==> src/rtl/operand_sequencer.sv <==
// Operand-fetch control sequencer: latches decoded addressing fields and walks the
// MSP430 addressing modes, driving fetch-mux controls and register-file read selects.
module operand_sequencer #(
  parameter logic [3:0] PC_REG = 4'd0,
  parameter logic [3:0] SR_REG = 4'd2,
  parameter logic [3:0] CG_REG = 4'd3
) (
  input  logic       clk,
  input  logic       rst,
  input  logic       start,
  input  logic [1:0] fmt,
  input  logic [1:0] As,
  input  logic       Ad,
  input  logic       BW,
  input  logic [3:0] Rs,
  input  logic [3:0] Rd,
  output logic       busy,
  output logic       done,
  output logic [3:0] rsrc_sel,
  output logic [3:0] rdst_sel,
  output logic       srcM,
  output logic       srcL,
  output logic       dstM,
  output logic       dstL,
  output logic [1:0] AddrM,
  output logic       AddrL,
  output logic       IdxM,
  output logic       pc_inc,
  output logic       reg_inc,
  output logic [3:0] inc_sel,
  output logic [1:0] inc_amt
);

  typedef enum logic [2:0] {
    StIdle, StSrcExt, StSrcRd, StSrcInd, StDstExt, StDstRd, StDstInd, StDone
  } state_e;

  state_e     state_q, state_d;
  logic [1:0] fmt_q, fmt_d, as_q, as_d;
  logic       ad_q, ad_d, bw_q, bw_d;
  logic [3:0] rs_q, rs_d, rd_q, rd_d;

  logic       busy_q, busy_d, done_q, done_d;
  logic [3:0] rsrc_q, rsrc_d, rdst_q, rdst_d;
  logic       srcm_q, srcm_d, srcl_q, srcl_d, dstm_q, dstm_d, dstl_q, dstl_d;
  logic [1:0] addrm_q, addrm_d;
  logic       addrl_q, addrl_d, idxm_q, idxm_d, pcinc_q, pcinc_d, reginc_q, reginc_d;
  logic [3:0] incsel_q, incsel_d;
  logic [1:0] incamt_q, incamt_d;

  logic       accept, is_jump, is_single, src_cg, dst_cg;
  logic [1:0] dmode;
  logic [3:0] src_base, dst_base;
  state_e     src_first, dst_first;

  always_comb begin
    accept = start && (state_q == StIdle);
    fmt_d  = accept ? fmt : fmt_q;
    as_d   = accept ? As  : as_q;
    ad_d   = accept ? Ad  : ad_q;
    bw_d   = accept ? BW  : bw_q;
    rs_d   = accept ? Rs  : rs_q;
    rd_d   = accept ? Rd  : rd_q;

    is_jump   = fmt_d[1];
    is_single = (fmt_d == 2'b01);
    // Single-operand instructions apply As to Rd on the destination path.
    dmode     = is_single ? as_d : {1'b0, ad_d};
    src_cg    = (rs_d == CG_REG) || ((rs_d == SR_REG) && as_d[1]);
    dst_cg    = is_single && ((rd_d == CG_REG) || ((rd_d == SR_REG) && as_d[1]));
    src_base  = ((rs_d == SR_REG) && (as_d == 2'b01)) ? CG_REG : rs_d;
    dst_base  = ((rd_d == SR_REG) && (dmode == 2'b01)) ? CG_REG : rd_d;

    if (dst_cg || (dmode == 2'b00))  dst_first = StDone;
    else if (dmode == 2'b01)         dst_first = StDstExt;
    else                             dst_first = StDstInd;

    if ((as_d == 2'b00) || src_cg)   src_first = dst_first;
    else if (as_d == 2'b01)          src_first = StSrcExt;
    else                             src_first = StSrcInd;

    state_d = state_q;
    case (state_q)
      StIdle: begin
        if (accept) begin
          if (is_jump)        state_d = StDone;
          else if (is_single) state_d = dst_first;
          else                state_d = src_first;
        end
      end
      StSrcExt: state_d = StSrcRd;
      StSrcRd,
      StSrcInd: state_d = dst_first;
      StDstExt: state_d = StDstRd;
      StDstRd,
      StDstInd: state_d = StDone;
      StDone:   state_d = StIdle;
      default:  state_d = StIdle;
    endcase

    // Outputs are decoded from the next state so they appear registered in that state.
    busy_d   = (state_d != StIdle);
    done_d   = (state_d == StDone);
    rsrc_d   = rs_d;
    rdst_d   = rd_d;
    srcm_d   = accept ? 1'b0 : srcm_q;
    dstm_d   = accept ? 1'b0 : dstm_q;
    srcl_d   = 1'b0;
    dstl_d   = 1'b0;
    addrm_d  = 2'd0;
    addrl_d  = 1'b0;
    idxm_d   = 1'b0;
    pcinc_d  = 1'b0;
    reginc_d = 1'b0;
    incsel_d = 4'd0;
    incamt_d = 2'd0;

    case (state_d)
      StSrcExt: begin
        rdst_d  = PC_REG;
        rsrc_d  = src_base;
        addrm_d = 2'd3;
        addrl_d = 1'b1;
        pcinc_d = 1'b1;
      end
      StSrcRd: begin
        srcm_d = 1'b1;
        srcl_d = 1'b1;
      end
      StSrcInd: begin
        addrm_d = 2'd2;
        srcm_d  = 1'b1;
        srcl_d  = 1'b1;
        if (as_d == 2'b11) begin
          if (rs_d == PC_REG) begin
            pcinc_d = 1'b1;
          end else begin
            reginc_d = 1'b1;
            incsel_d = rs_d;
            incamt_d = (bw_d && (rs_d > 4'd1)) ? 2'd1 : 2'd2;
          end
        end
      end
      StDstExt: begin
        rsrc_d  = PC_REG;
        rdst_d  = dst_base;
        addrm_d = 2'd2;
        idxm_d  = 1'b1;
        addrl_d = 1'b1;
        pcinc_d = 1'b1;
      end
      StDstRd: begin
        dstm_d = 1'b1;
        dstl_d = 1'b1;
      end
      StDstInd: begin
        addrm_d = 2'd3;
        addrl_d = 1'b1;
        dstm_d  = 1'b1;
        dstl_d  = 1'b1;
        if (as_d == 2'b11) begin
          if (rd_d == PC_REG) begin
            pcinc_d = 1'b1;
          end else begin
            reginc_d = 1'b1;
            incsel_d = rd_d;
            incamt_d = (bw_d && (rd_d > 4'd1)) ? 2'd1 : 2'd2;
          end
        end
      end
      default: ;
    endcase
  end

  always_ff @(posedge clk or posedge rst) begin
    if (rst) begin
      state_q  <= StIdle;
      fmt_q    <= 2'd0;
      as_q     <= 2'd0;
      ad_q     <= 1'b0;
      bw_q     <= 1'b0;
      rs_q     <= 4'd0;
      rd_q     <= 4'd0;
      busy_q   <= 1'b0;
      done_q   <= 1'b0;
      rsrc_q   <= 4'd0;
      rdst_q   <= 4'd0;
      srcm_q   <= 1'b0;
      srcl_q   <= 1'b0;
      dstm_q   <= 1'b0;
      dstl_q   <= 1'b0;
      addrm_q  <= 2'd0;
      addrl_q  <= 1'b0;
      idxm_q   <= 1'b0;
      pcinc_q  <= 1'b0;
      reginc_q <= 1'b0;
      incsel_q <= 4'd0;
      incamt_q <= 2'd0;
    end else begin
      state_q  <= state_d;
      fmt_q    <= fmt_d;
      as_q     <= as_d;
      ad_q     <= ad_d;
      bw_q     <= bw_d;
      rs_q     <= rs_d;
      rd_q     <= rd_d;
      busy_q   <= busy_d;
      done_q   <= done_d;
      rsrc_q   <= rsrc_d;
      rdst_q   <= rdst_d;
      srcm_q   <= srcm_d;
      srcl_q   <= srcl_d;
      dstm_q   <= dstm_d;
      dstl_q   <= dstl_d;
      addrm_q  <= addrm_d;
      addrl_q  <= addrl_d;
      idxm_q   <= idxm_d;
      pcinc_q  <= pcinc_d;
      reginc_q <= reginc_d;
      incsel_q <= incsel_d;
      incamt_q <= incamt_d;
    end
  end

  assign busy     = busy_q;
  assign done     = done_q;
  assign rsrc_sel = rsrc_q;
  assign rdst_sel = rdst_q;
  assign srcM     = srcm_q;
  assign srcL     = srcl_q;
  assign dstM     = dstm_q;
  assign dstL     = dstl_q;
  assign AddrM    = addrm_q;
  assign AddrL    = addrl_q;
  assign IdxM     = idxm_q;
  assign pc_inc   = pcinc_q;
  assign reg_inc  = reginc_q;
  assign inc_sel  = incsel_q;
  assign inc_amt  = incamt_q;

endmodule

==> config.mk <==
export PLATFORM = sky130hd
export DESIGN_NAME = operand_sequencer
export DESIGN_NICKNAME = d
export VERILOG_FILES = /design/src/rtl/operand_sequencer.sv
export SDC_FILE = /design/constraint.sdc
export NUM_CORES = 1
export LEC_CHECK = 0
export CORE_MARGIN = 2
export CORE_UTILIZATION = 41
export CTS_CLUSTER_DIAMETER = 40
export CTS_CLUSTER_SIZE = 8
export DETAILED_ROUTE_END_ITERATION = 7
export PLACE_DENSITY = 0.77
export SETUP_SLACK_MARGIN = 0.02
export SYNTH_ARGS = -nofsm -noshare
export SYNTH_HDL_FRONTEND = slang
export SYNTH_SLANG_ARGS = --single-unit
==> constraint.sdc <==
create_clock -name clk -period 5.47 [get_ports clk]
set_input_delay 1.094 -clock clk [delete_from_list [all_inputs] [get_ports clk]]
set_output_delay 1.094 -clock clk [all_outputs]
set_load 0.01 [all_outputs]
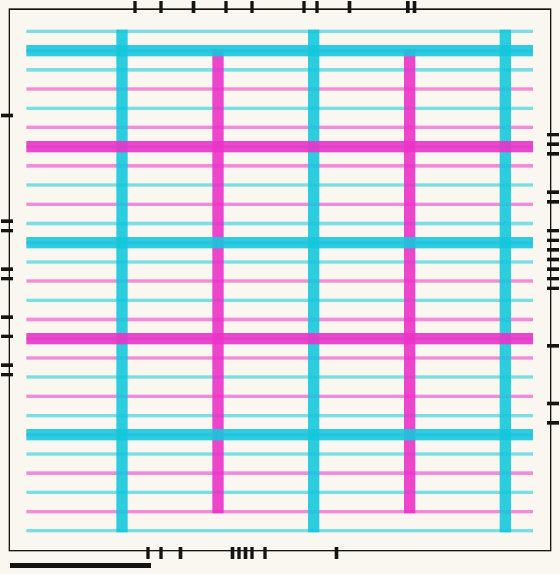
pdn.png
Scale bar: 20 um. Pins as bars on the die edge.
| color | net |
|---|---|
| cyan | VSS |
| magenta | VDD |
met5 straps: 5
met1 rails: 27
rows: 26
met4 straps: 5

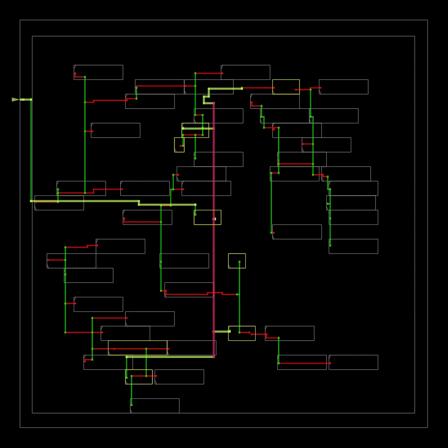
final_clocks.png
Clk power: 245 uW
Final Skew: 6.84 ps
Latency at later pin: 300 ps

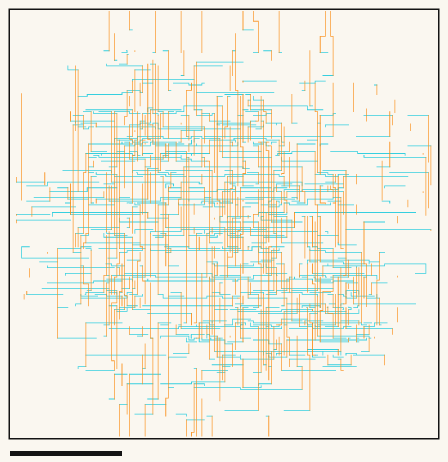
metal_stack.png
Scale bar: 20 um. Only two layers are drawn.
| color | layer | wire length |
|---|---|---|
| orange | met2 | 2500 um |
| cyan | met1 | 2390 um |

[kinds of logic after synthesis]
| kind of cell | count (synthesis) | synth area share (%) |
|---|---|---|
| AND-OR/OR-AND | 61 | 20.3 |
| XOR/XNOR | 1 | 0.407 |
| buffers and inverters | 27 | 5.46 |
| flip-flops | 43 | 50.0 |
| multiplexers | 12 | 5.69 |
| AND/OR/NAND/NOR | 74 | 18.1 |
[worst reg2reg max path, delay by kind of cell, from the launching register on]
kind,cells,cell delay (ps)
AOI/OAI and AO/OA,3,1160
DFF,1,490
muxes,1,280
and+or+nand+nor,2,970
[report_power, final]
part           internal, uW  switching [uW]
Combinational           359             536
Clock                   136             109
Sequential              447            79.2
Total                   941             724
==> impl_metrics.toml <==
# implementation run metrics
[cells_and_area]
ff_count = 43
syn_to_final_growth_pct = 26.7
instances_no_fill = 327
nClkBuffers = 5
comb_cells = 148
buffer_area_share_pct = 16.2
dominant-cell-class = "sequential cells"
n_all_inverters = 13
design_area_sq_um = 2730
finish.net_count = 273
diodes = 0
combGateArea_sq_um = 960
seq_share_pct = 39.4
clockNetworkAreaShare_pct = 4.13
layout_top_cell = "dfrtp_1"
comb_share_pct = 35.2
final_core_util_pct = 53.7
final_cell_mix = "43 x dfrtp_1, 42 x clkdlybuf4s50_1, 30 x nand2_1"
nNonClkBuffers = 45
drive_above_1_share_pct = 9.73

[pwr]
peakVddDrop_mv = 0.255
power_density_nw_per_um2 = 610
p_total_uw = 1670
leakagePower_uw = 0.00119

[grt]
antenna_found_initial = 0
grt_overflow = 0
met1_usage_pct = 26.5
grt_busiest_layer = "met2"
use_met2_pct = 29.7
grt_pass1_vias = 1857
grtUsageMet3_pct = 3.67
grt_pass1_wl_um = 8960
grt_max_degree = 44
grt_use_total_pct = 19.3

[drt]
drt-met1-wl_um = 2390
met3_length_um = 283
first_pass_iters = 4
drtIter0Drc = 126
wl_per_cell_um = 16.0
drc = 0
dr_wl_met2_um = 2500
highest_layer = "met4"
via_per_inst = 5.58
vias = 1825
drt-total-wl_um = 5250
postRouteAntennaNets = 0

[clock_tree]
cts_resized = 0
cts_tree = "done"
post_cts_buffers = 0
h-tree-depth = 2
clk_path_buf_depth = 2
cts_root_buf = "clkbuf_8"
numCtsBuffers = 5
cts_hold_buf = 0
cts.clk_slew.worst_paths_ps = 80

[hold_path]
min_path_cells = 2
min_path_type = "reg -> reg"
hold_path_end = "fmt_q[0]$_DFF_PP0_"

[logic_synthesis]
yosysWarnings = 0
synthesis.area_per_instance_sq_um = 9.88
yosysChipArea_sq_um = 2150
area_leaders = "dfrtp_1 50%, nand2_1 5.2%, mux2i_1 4.6%, a21oi_1 3.7%, o211ai_1 3.5%"
ys_cells = 218
ys_ff = 43
edf_count = 0
synthArstFlopShare_pct = 100
synth_area_sq_um = 2150
ys.flop_type = "dfrtp_1"
syn_inst = 218
synthTopCellsByCount = "43 x dfrtp_1, 30 x nand2_1, 16 x a21oi_1, 13 x inv_1"
ys_types = 48
yosysMostFrequentCell = "dfrtp_1"
seq_area_frac_synth_pct = 50.0
yosysTopAreaCellShare_pct = 50.0
largest_area_cell = "dfrtp_1"
syn-num-nets = 235

[critical_path]
arrival_ps = 4040
worstPathRequired_ps = 5680
crit_end = "inc_amt[0]$_DFF_PP0_"
cp_max_fo = 13
worst_r2r_path_depth = 6
worstPathCellList = "clkdlybuf4s50_1, or3b_2, o221ai_1, o221ai_1, or4_1, a221oi_2"
worst_path_max_delay_cell = "or4_1"
crit_top_cell = "o221ai_1"
cpLargestDelayFamily = "AND-OR/OR-AND gates"
r2r_setup_slack_ps = 2460
r2r_end = "rdst_sel[1]$_DFF_PP0_"
path_buffers = 1
crit_start = "Rs[1]"
max_stage_delay_ps = 690
endpoint_kind = "register"
rr_startpoint = "state_q[0]$_DFF_PP0_"
cp.depth = 6
startpoint_type = "primary input"

[place]
place_congestion = 0.869
portBuffers = 42
hpwl_um = 3680
dpl-instance-area_sq_um = 2620
dp.cells = 319
pre_cts_slack_ps = 1390

[timing]
rsz0062_at_grt = "no"
layout_setup_ws_ps = 1650
hold_violations = 0
finalSetupViolations = 0
hold_ws_ps = 480
fmax_mhz = 261
slew_headroom_pct = 28.0
drv_slew = 0
fin_crit_ps = 3820
finalClockPeriodUsage_pct = 69.9
worst_pin_slew_ps = 1080

[floorplanning]
core_sq_um = 5070
nWellTaps = 70
die_area_sq_um = 5850
die_y_um = 76.5
rows = 26
pin_count = 43
die_w_um = 76.5

[status]
status = "finished, final reports clean"

[run]
max-cap-violations = 0
No activity file was given, so power comes from the tool's default toggle rates.
